===== src/rtl/alarm_ringer.sv =====
// Alarm ringer: rings a gated tone on a rising alarm match, with snooze, stop
// key, mute switch and bounded ring/snooze durations counted in whole seconds.
module alarm_ringer #(
  parameter int CLK_HZ     = 50000000,
  parameter int TONE_HZ    = 1000,
  parameter int RING_SEC   = 60,
  parameter int SNOOZE_SEC = 300,
  parameter int MAX_SNOOZE = 3
) (
  input  logic       CLK,
  input  logic       RST,
  input  logic       ENABLE,
  input  logic       KEY0,
  input  logic       KEY1,
  input  logic       SW5,
  output logic       BUZZ,
  output logic       LED,
  output logic       RINGING,
  output logic       SNOOZED,
  output logic [3:0] SNZ_CNT
);

  localparam int HALF = CLK_HZ / 2;
  localparam int TDIV = CLK_HZ / (2 * TONE_HZ);
  localparam int PW   = (HALF > 1) ? $clog2(HALF) : 1;
  localparam int TW   = (TDIV > 1) ? $clog2(TDIV) : 1;

  localparam logic [9:0] RING_T  = 10'(RING_SEC);
  localparam logic [9:0] SNZ_T   = 10'(SNOOZE_SEC);
  localparam logic [3:0] MAX_SNZ = 4'(MAX_SNOOZE);

  typedef enum logic [1:0] {S_IDLE, S_RING, S_SNOOZE, S_DONE} state_t;

  state_t        state_q, state_d;
  logic [9:0]    timer_q, timer_d;
  logic [3:0]    snz_q, snz_d;
  logic          presc_clr;
  logic [PW-1:0] pcnt_q;
  logic          half_q;
  logic [TW-1:0] tcnt_q;
  logic          tone_q;
  logic [1:0]    k0_sync_q, k1_sync_q;
  logic          k0_last_q, k1_last_q;
  logic          en_q;
  logic          key0_pulse, key1_pulse;
  logic          half_tick, sec_tick;

  assign key0_pulse = k0_sync_q[1] & ~k0_last_q;
  assign key1_pulse = k1_sync_q[1] & ~k1_last_q;
  assign half_tick  = (pcnt_q == PW'(HALF - 1));
  assign sec_tick   = half_tick & half_q;

  always_ff @(posedge CLK) begin
    if (RST) begin
      state_q   <= S_IDLE;
      timer_q   <= '0;
      snz_q     <= '0;
      pcnt_q    <= '0;
      half_q    <= 1'b0;
      tcnt_q    <= '0;
      tone_q    <= 1'b0;
      k0_sync_q <= '0;
      k1_sync_q <= '0;
      k0_last_q <= 1'b0;
      k1_last_q <= 1'b0;
      // Preset high so a match already active at reset release is not an edge.
      en_q      <= 1'b1;
    end else begin
      state_q   <= state_d;
      timer_q   <= timer_d;
      snz_q     <= snz_d;
      k0_sync_q <= {k0_sync_q[0], KEY0};
      k1_sync_q <= {k1_sync_q[0], KEY1};
      k0_last_q <= k0_sync_q[1];
      k1_last_q <= k1_sync_q[1];
      en_q      <= ENABLE;
      if (presc_clr) begin
        pcnt_q <= '0;
        half_q <= 1'b0;
      end else if (half_tick) begin
        pcnt_q <= '0;
        half_q <= ~half_q;
      end else begin
        pcnt_q <= pcnt_q + PW'(1);
      end
      if (tcnt_q == TW'(TDIV - 1)) begin
        tcnt_q <= '0;
        tone_q <= ~tone_q;
      end else begin
        tcnt_q <= tcnt_q + TW'(1);
      end
    end
  end

  always_comb begin
    state_d   = state_q;
    timer_d   = timer_q;
    snz_d     = snz_q;
    presc_clr = 1'b0;
    case (state_q)
      S_IDLE: begin
        if (ENABLE && !en_q) begin
          state_d   = S_RING;
          timer_d   = RING_T;
          snz_d     = '0;
          presc_clr = 1'b1;
        end
      end
      S_RING: begin
        // Stop key beats expiry, expiry beats snooze.
        if (key0_pulse) begin
          state_d = S_DONE;
        end else if (sec_tick && timer_q == 10'd1) begin
          state_d = S_DONE;
        end else if (key1_pulse && snz_q < MAX_SNZ) begin
          state_d   = S_SNOOZE;
          snz_d     = snz_q + 4'd1;
          timer_d   = SNZ_T;
          presc_clr = 1'b1;
        end else if (sec_tick) begin
          timer_d = timer_q - 10'd1;
        end
      end
      S_SNOOZE: begin
        if (key0_pulse) begin
          state_d = S_DONE;
        end else if (sec_tick && timer_q == 10'd1) begin
          state_d   = S_RING;
          timer_d   = RING_T;
          presc_clr = 1'b1;
        end else if (sec_tick) begin
          timer_d = timer_q - 10'd1;
        end
      end
      S_DONE: begin
        if (!ENABLE) state_d = S_IDLE;
      end
      default: state_d = S_IDLE;
    endcase
  end

  // Beep is on during the first half of every second, i.e. while half_q is low.
  assign RINGING = (state_q == S_RING);
  assign SNOOZED = (state_q == S_SNOOZE);
  assign LED     = RINGING & ~half_q;
  assign BUZZ    = LED & tone_q & ~SW5;
  assign SNZ_CNT = snz_q;

endmodule


===== config.mk =====
export PLATFORM = sky130hd
export DESIGN_NAME = alarm_ringer
export DESIGN_NICKNAME = d
export VERILOG_FILES = /design/src/rtl/alarm_ringer.sv
export SDC_FILE = /design/constraint.sdc
export NUM_CORES = 1
export LEC_CHECK = 0
export CORE_ASPECT_RATIO = 0.5
export CORE_UTILIZATION = 35
export DETAILED_ROUTE_END_ITERATION = 8
export REMOVE_ABC_BUFFERS = 1
export SKIP_CTS_REPAIR_TIMING = 1
export SLEW_MARGIN = 5
export SYNTH_ARGS = -nofsm -noshare
export SYNTH_HDL_FRONTEND = slang
export SYNTH_SLANG_ARGS = --single-unit

===== constraint.sdc =====
create_clock -name CLK -period 9.9 [get_ports CLK]
set_clock_uncertainty 0.05 [all_clocks]
set_input_delay 2.97 -clock CLK [delete_from_list [all_inputs] [get_ports CLK]]
set_output_delay 2.97 -clock CLK [all_outputs]
set_load 0.01 [all_outputs]

**Run 1: layout detail**

Scale bar: 10 um. Region (22, 5) to (47, 30) um. Cells in gray, sequential cells in the stronger gray; small squares are vias.
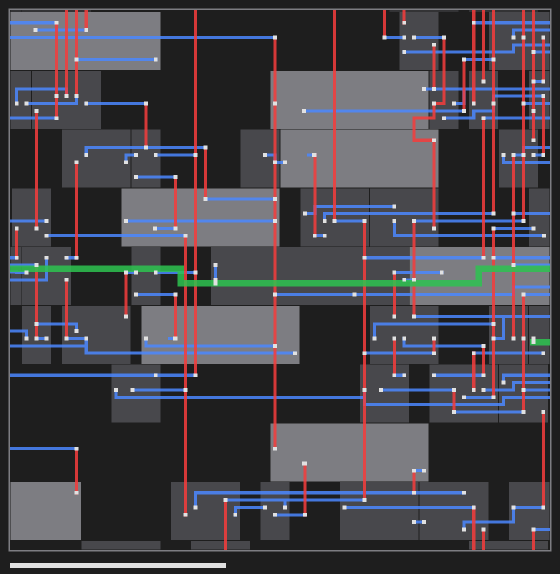
red -> metal 2
green -> metal 3
blue -> metal 1
netlist names of flops here include = tcnt_q (3), timer_q (3)
most frequent = dfxtp_1 (7), nand3_1 (4), nor2_1 (4)
sequential cells in the window = 7
cells with their middle in the window = 39

**Run 1: nets reached from selected ports**

Scale bar: 50 um.
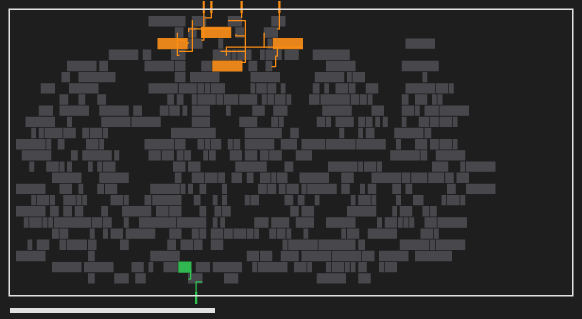
orange -> SNZ_CNT  # direction output, edge top, end cells 4, buffers 4, wire 101 um
green -> BUZZ  # direction output, edge bottom, end cells 1, buffers 1, wire 6.80 um

==> flow_summary.json, run 1 <==
{
  "finalInstanceArea_sq_um": 3706,
  "synth.comb.largest_family": "simple AND/OR/NAND/NOR gates",
  "powerClk_w": 0.000313,
  "cts_sinks": 65,
  "hold_end": "k0_sync_q[1]",
  "ys_sh_simple_pct": 28.43,
  "rows": 24,
  "ff2ff_path_depth": 6,
  "slew_headroom_pct": 48.65,
  "yosys.area.top_type": "dfxtp_1",
  "drv_slew": 0,
  "synth-adder-area-share_pct": 4.331,
  "met2_length_um": 2526,
  "tritoncts": "yes",
  "powerDensity_nw_per_um2": 198.2,
  "busiest_layer": "met2",
  "design.core.area_sq_um": 8768,
  "n_fill_cell": 861,
  "finalSetupViolCount": 0,
  "drive_above_1_share_pct": 10.21,
  "critPathArrivalTime_ns": 4.08,
  "endpoint_kind": "output pin",
  "ys.flops": 65,
  "leakage_nw": 1.320,
  "hp-class": "reg2reg",
  "area_dominant_class": "multi-input combinational cells",
  "postSynthSeqShare_pct": 40.94,
  "async_reset_ff_share_pct": 0,
  "r2r-start": "pcnt_q[8]",
  "crit_buf_inv": 2,
  "via_count": 2467,
  "top_regs": "pcnt_q: 25 flops, tcnt_q: 15 flops, timer_q: 10 flops",
  "status": "complete, no violations",
  "worst_setup_path_start_kind": "input port",
  "tns_ns": 0,
  "grt_overflow": 0,
  "ff_type": "dfxtp_1",
  "top_cell_area_share_pct": 40.94,
  "clk_share_pct": 8.001,
  "final-comb-area_sq_um": 1779,
  "max-cap-violations": 0,
  "placed_area_sq_um": 3410,
  "highest_layer": "met4",
  "crit_path_cell_trace": "clkdlybuf4s50_1, and3b_1, clkdlybuf4s50_1",
  "power_frac_clock_pct": 42.5,
  "die_h_um": 69.38,
  "yosys_area_sq_um": 3178,
  "swShare_pct": 28.33,
  "ir_drop_mv": 0.1209,
  "startpoint": "SW5",
  "buf_share_pct": 3.916,
  "hold_depth": 1,
  "fp_util_pct": 36.24,
  "clkLatencyLatePin_ns": 0.34,
  "holdWs_ns": 0.3825,
  "topCellsByArea": "dfxtp_1, nor2_1, xor2_1, ha_1, xnor2_1",
  "largest_reg_flops": 25,
  "total_power_w": 0.0007346,
  "grt_usage_pct": 14.78,
  "dr.pass1.iters": 4,
  "synth.cellmix.compoundShare_pct": 11.22,
  "hold_viol_final": 0,
  "lay_top_cells": "dfxtp_1, nor2_1, xor2_1",
  "grt_max_degree": 25,
  "syn_area_sq_um": 3178,
  "rsz0062_at_grt": "no",
  "r2r-end": "timer_q[1]",
  "pwr-share-comb_pct": 18.0
}
**Run 1: where the registers sit**

Scale bar: 50 um. Other sequential cells in the stronger gray, the rest of the logic in the fainter gray.
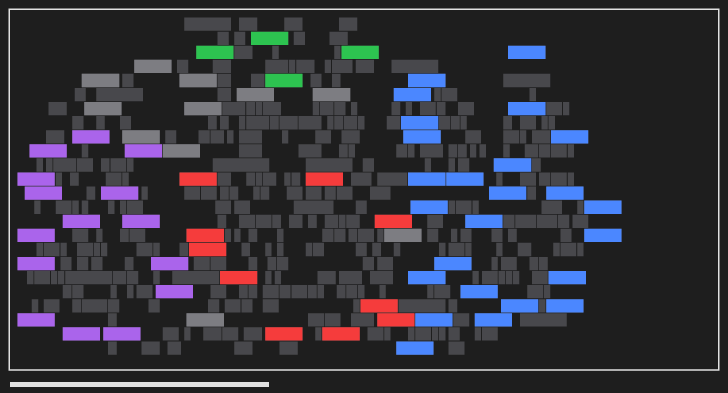
red -> timer_q  # flops 10
blue -> pcnt_q  # flops 25
purple -> tcnt_q  # flops 15
green -> SNZ_CNT  # flops 4
not colored = 11
Seq power: 0.000290 W
FF/Latch Area: 1301 sq um
fin util: 42.27%

**Run 1: selected gate families**

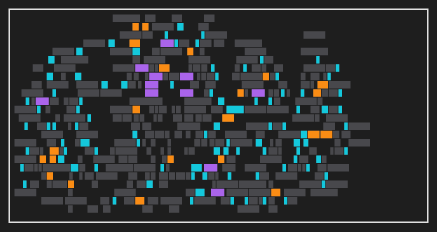
orange -> AND and OR gates  # cells 22, where spread over the die
cyan -> NOR gates  # cells 91
purple -> adder and majority cells  # cells 11
Comb/total area: 48.01%
Final Instance Count excl. Fillers: 499
most numerous logic cell after layout: dfxtp_1

==> inputs of run 2 (changes only) <==
- clock period: 9.9 -> 6.81 ns (I/O delays scaled with it)
**Run 2: nets reached from selected ports**

Scale bar: 50 um.
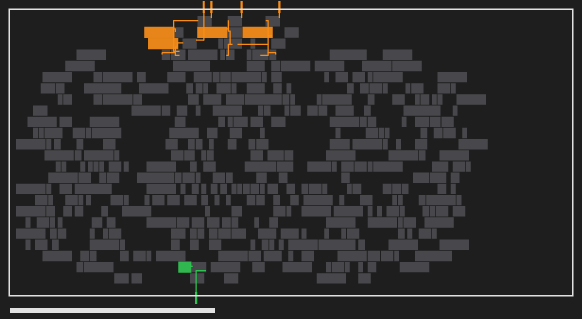
orange -> SNZ_CNT  # direction output, edge top, end cells 4, buffers 4, wire 70.8 um
green -> BUZZ  # direction output, edge bottom, end cells 1, buffers 1, wire 9.10 um
Port Buf Inserts: 13
IO Count: 14

**Run 2: where the registers sit**

Scale bar: 50 um. Other sequential cells in the stronger gray, the rest of the logic in the fainter gray.
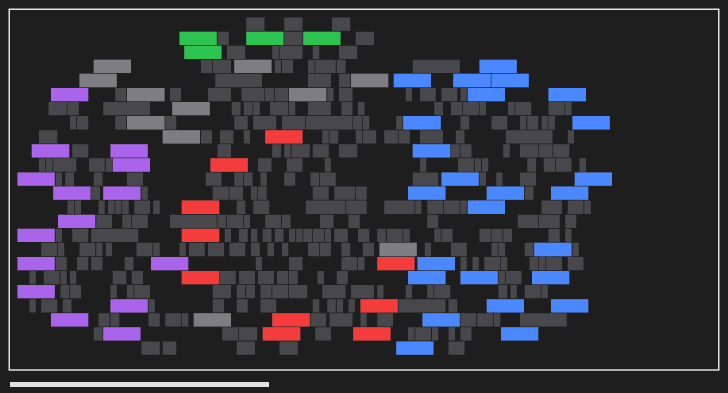
Seq power: 0.000422 W
Seq/total area: 35.54%

**Run 2: selected gate families**

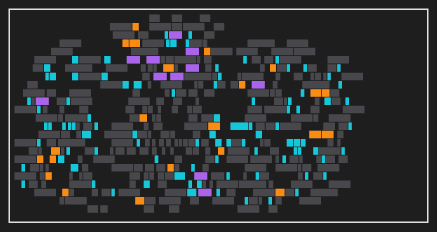
cyan -> NOR gates  # cells 91
purple -> adder and majority cells  # cells 11
orange -> AND and OR gates  # cells 22, where spread over the die
Comb/total area: 48.60%
Final Instance Count excl. Fillers: 496

==> flow_summary.json, run 2 <==
{
  "drv_slew": 0,
  "synth.comb.largest_family": "simple AND/OR/NAND/NOR gates",
  "max-cap-violations": 0,
  "clk_share_pct": 6.869,
  "crit_buf_inv": 2,
  "cts_sinks": 65,
  "slew_headroom_pct": 48.65,
  "tritoncts": "yes",
  "design.core.area_sq_um": 8768,
  "pwr-share-comb_pct": 18.9,
  "yosys.area.top_type": "dfxtp_1",
  "ys.flops": 65,
  "finalSetupViolCount": 0,
  "ys_sh_simple_pct": 28.43,
  "power_frac_clock_pct": 39.1,
  "total_power_w": 0.001004,
  "clkLatencyLatePin_ns": 0.33,
  "final-comb-area_sq_um": 1779,
  "finalInstanceArea_sq_um": 3661,
  "grt_max_degree": 25,
  "tns_ns": 0,
  "crit_path_cell_trace": "clkdlybuf4s50_1, and3b_1, clkdlybuf4s50_1",
  "top_cell_area_share_pct": 40.94,
  "lay_top_cells": "dfxtp_1, nor2_1, xor2_1",
  "grt_usage_pct": 14.01,
  "largest_reg_flops": 25,
  "yosys_area_sq_um": 3178,
  "r2r-start": "pcnt_q[8]",
  "status": "complete, no violations",
  "grt_overflow": 0,
  "hold_depth": 1,
  "drive_above_1_share_pct": 8.971,
  "placed_area_sq_um": 3410,
  "topCellsByArea": "dfxtp_1, nor2_1, xor2_1, ha_1, xnor2_1",
  "powerClk_w": 0.000392,
  "highest_layer": "met4",
  "die_h_um": 69.38
}
**Run 2: layout detail**

Scale bar: 10 um. Region (22, 5) to (47, 30) um. Cells in gray, sequential cells in the stronger gray; small squares are vias.
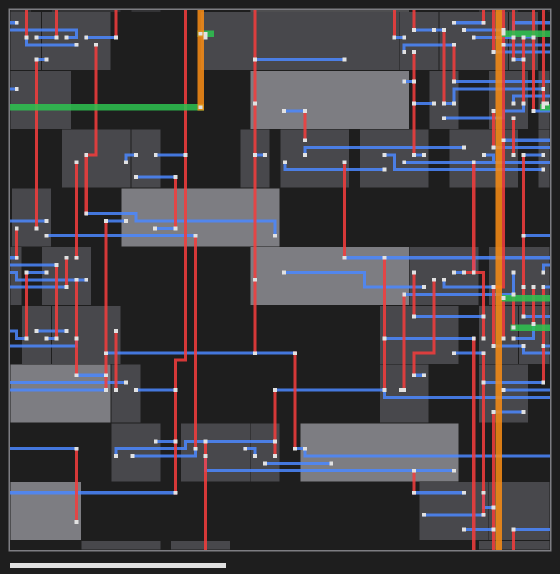

==> inputs of run 3 (changes only) <==
- clock period: 6.81 -> 4.5 ns (I/O delays scaled with it)
**Run 3: layout detail**

Scale bar: 10 um. Region (22, 5) to (47, 30) um. Cells in gray, sequential cells in the stronger gray; small squares are vias.
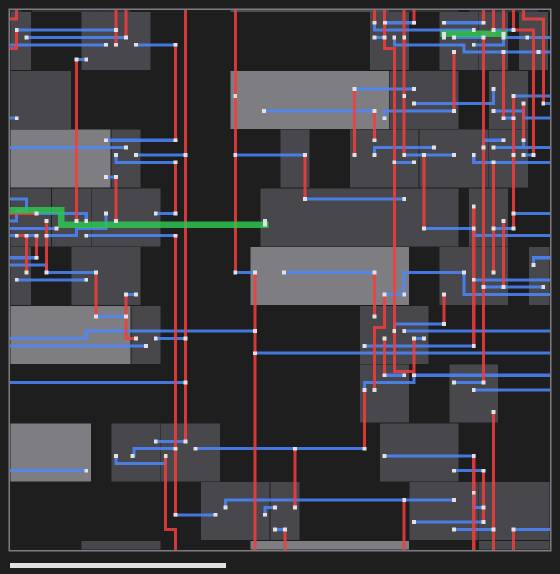

**Run 3: nets reached from selected ports**

Scale bar: 50 um.
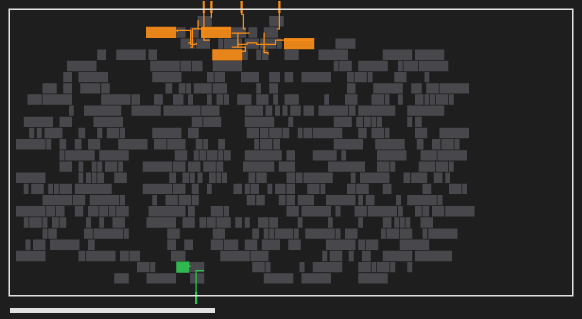

**Run 3: where the registers sit**

Scale bar: 50 um. Other sequential cells in the stronger gray, the rest of the logic in the fainter gray.
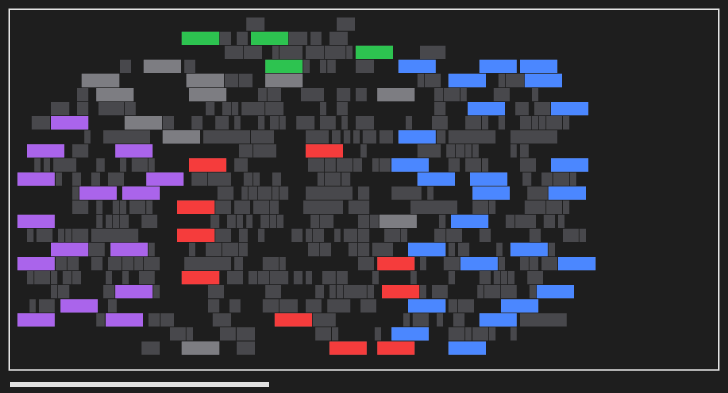
green -> SNZ_CNT  # flops 4
purple -> tcnt_q  # flops 15
blue -> pcnt_q  # flops 25
red -> timer_q  # flops 10
Seq power: 0.000639 W
fin util: 41.98%
Seq/total area: 35.35%

==> flow_summary.json, run 3 <==
{
  "drv_slew": 0,
  "pwr-share-comb_pct": 18.8,
  "busiest_layer": "met2",
  "grt_max_degree": 24,
  "nets": 395,
  "regArea_sq_um": 1301,
  "ys_sh_simple_pct": 28.43,
  "synth.cellmix.compoundShare_pct": 11.22,
  "top_cell_area_share_pct": 40.94,
  "hold_depth": 1,
  "cts_sinks": 65,
  "topCellsByArea": "dfxtp_1, nor2_1, xor2_1, ha_1, xnor2_1",
  "ff2ff_path_depth": 6,
  "largest_reg_flops": 25,
  "num_io_pins": 14,
  "r2r-start": "pcnt_q[8]",
  "lay_top_cells": "dfxtp_1, nor2_1, xor2_1",
  "rows": 24,
  "powerDensity_nw_per_um2": 423.4,
  "clk_path_buf_depth": 2,
  "top_regs": "pcnt_q: 25 flops, tcnt_q: 15 flops, timer_q: 10 flops",
  "drive_above_1_share_pct": 9.186,
  "fp.dieW_um": 136.8,
  "drc": 0,
  "synth-adder-area-share_pct": 4.331,
  "yosys.area.top_type": "dfxtp_1",
  "grt_usage_pct": 14.31,
  "hp-class": "reg2reg",
  "cp_common_cell": "clkdlybuf4s50_1",
  "ir_drop_mv": 0.2234,
  "leakage_nw": 1.306,
  "finalSetupViolCount": 0,
  "cts_root_buf": "clkbuf_16",
  "tns_ns": 0,
  "worstHoldStart": "k1_sync_q[0]",
  "buf_share_pct": 4.147,
  "startpoint": "SW5",
  "endpoint_kind": "output pin",
  "syn_area_sq_um": 3178,
  "met2_length_um": 2570,
  "crit_path_cell_trace": "clkdlybuf4s50_1, and3b_1, clkdlybuf4s50_1",
  "layoutNonFillerInstCount": 498,
  "max-cap-violations": 0,
  "r2r-end": "timer_q[1]",
  "cp-endpoint": "BUZZ",
  "placed_area_sq_um": 3417,
  "crit_buf_inv": 2,
  "postSynthSeqShare_pct": 40.94,
  "grt_pass1_vias": 2254,
  "yosysUniqueCellTypes": 60,
  "power_frac_clock_pct": 40.2,
  "critPathArrivalTime_ns": 2.47,
  "warnings": 31,
  "n_fill_cell": 870,
  "gr-usage-met1_pct": 19.00,
  "powerClk_w": 0.000627,
  "total_power_w": 0.001559,
  "ys.flops": 65,
  "design.core.area_sq_um": 8768,
  "yosys_area_sq_um": 3178,
  "fp_util_pct": 36.24,
  "io_buffers": 13,
  "layout.cells.most_common": "dfxtp_1",
  "grt_overflow": 0,
  "worst_setup_path_start_kind": "input port",
  "holdWs_ns": 0.3858,
  "comb-cell-share_pct": 48.33,
  "ff_type": "dfxtp_1",
  "fin_ws_ns": 0.6310,
  "clkLatencyLatePin_ns": 0.33,
  "hold_viol_final": 0,
  "async_reset_ff_share_pct": 0,
  "yosys-top-cells-count": "dfxtp_1, nor2_1, xor2_1",
  "clk_share_pct": 7.172,
  "tritoncts": "yes",
  "cts-buffers-inserted": 9,
  "status": "complete, no violations",
  "die_h_um": 69.38,
  "rsz0062_at_grt": "no",
  "finalInstanceArea_sq_um": 3681,
  "swShare_pct": 28.12,
  "synth.comb.largest_family": "simple AND/OR/NAND/NOR gates",
  "via_count": 2412,
  "final-comb-area_sq_um": 1779,
  "area_dominant_class": "multi-input combinational cells",
  "hold_end": "k1_sync_q[1]",
  "antenna_cells": 0,
  "dr.pass1.iters": 5,
  "slew_headroom_pct": 49.03,
  "highest_layer": "met4"
}
Power and IR drop assume default switching activity.
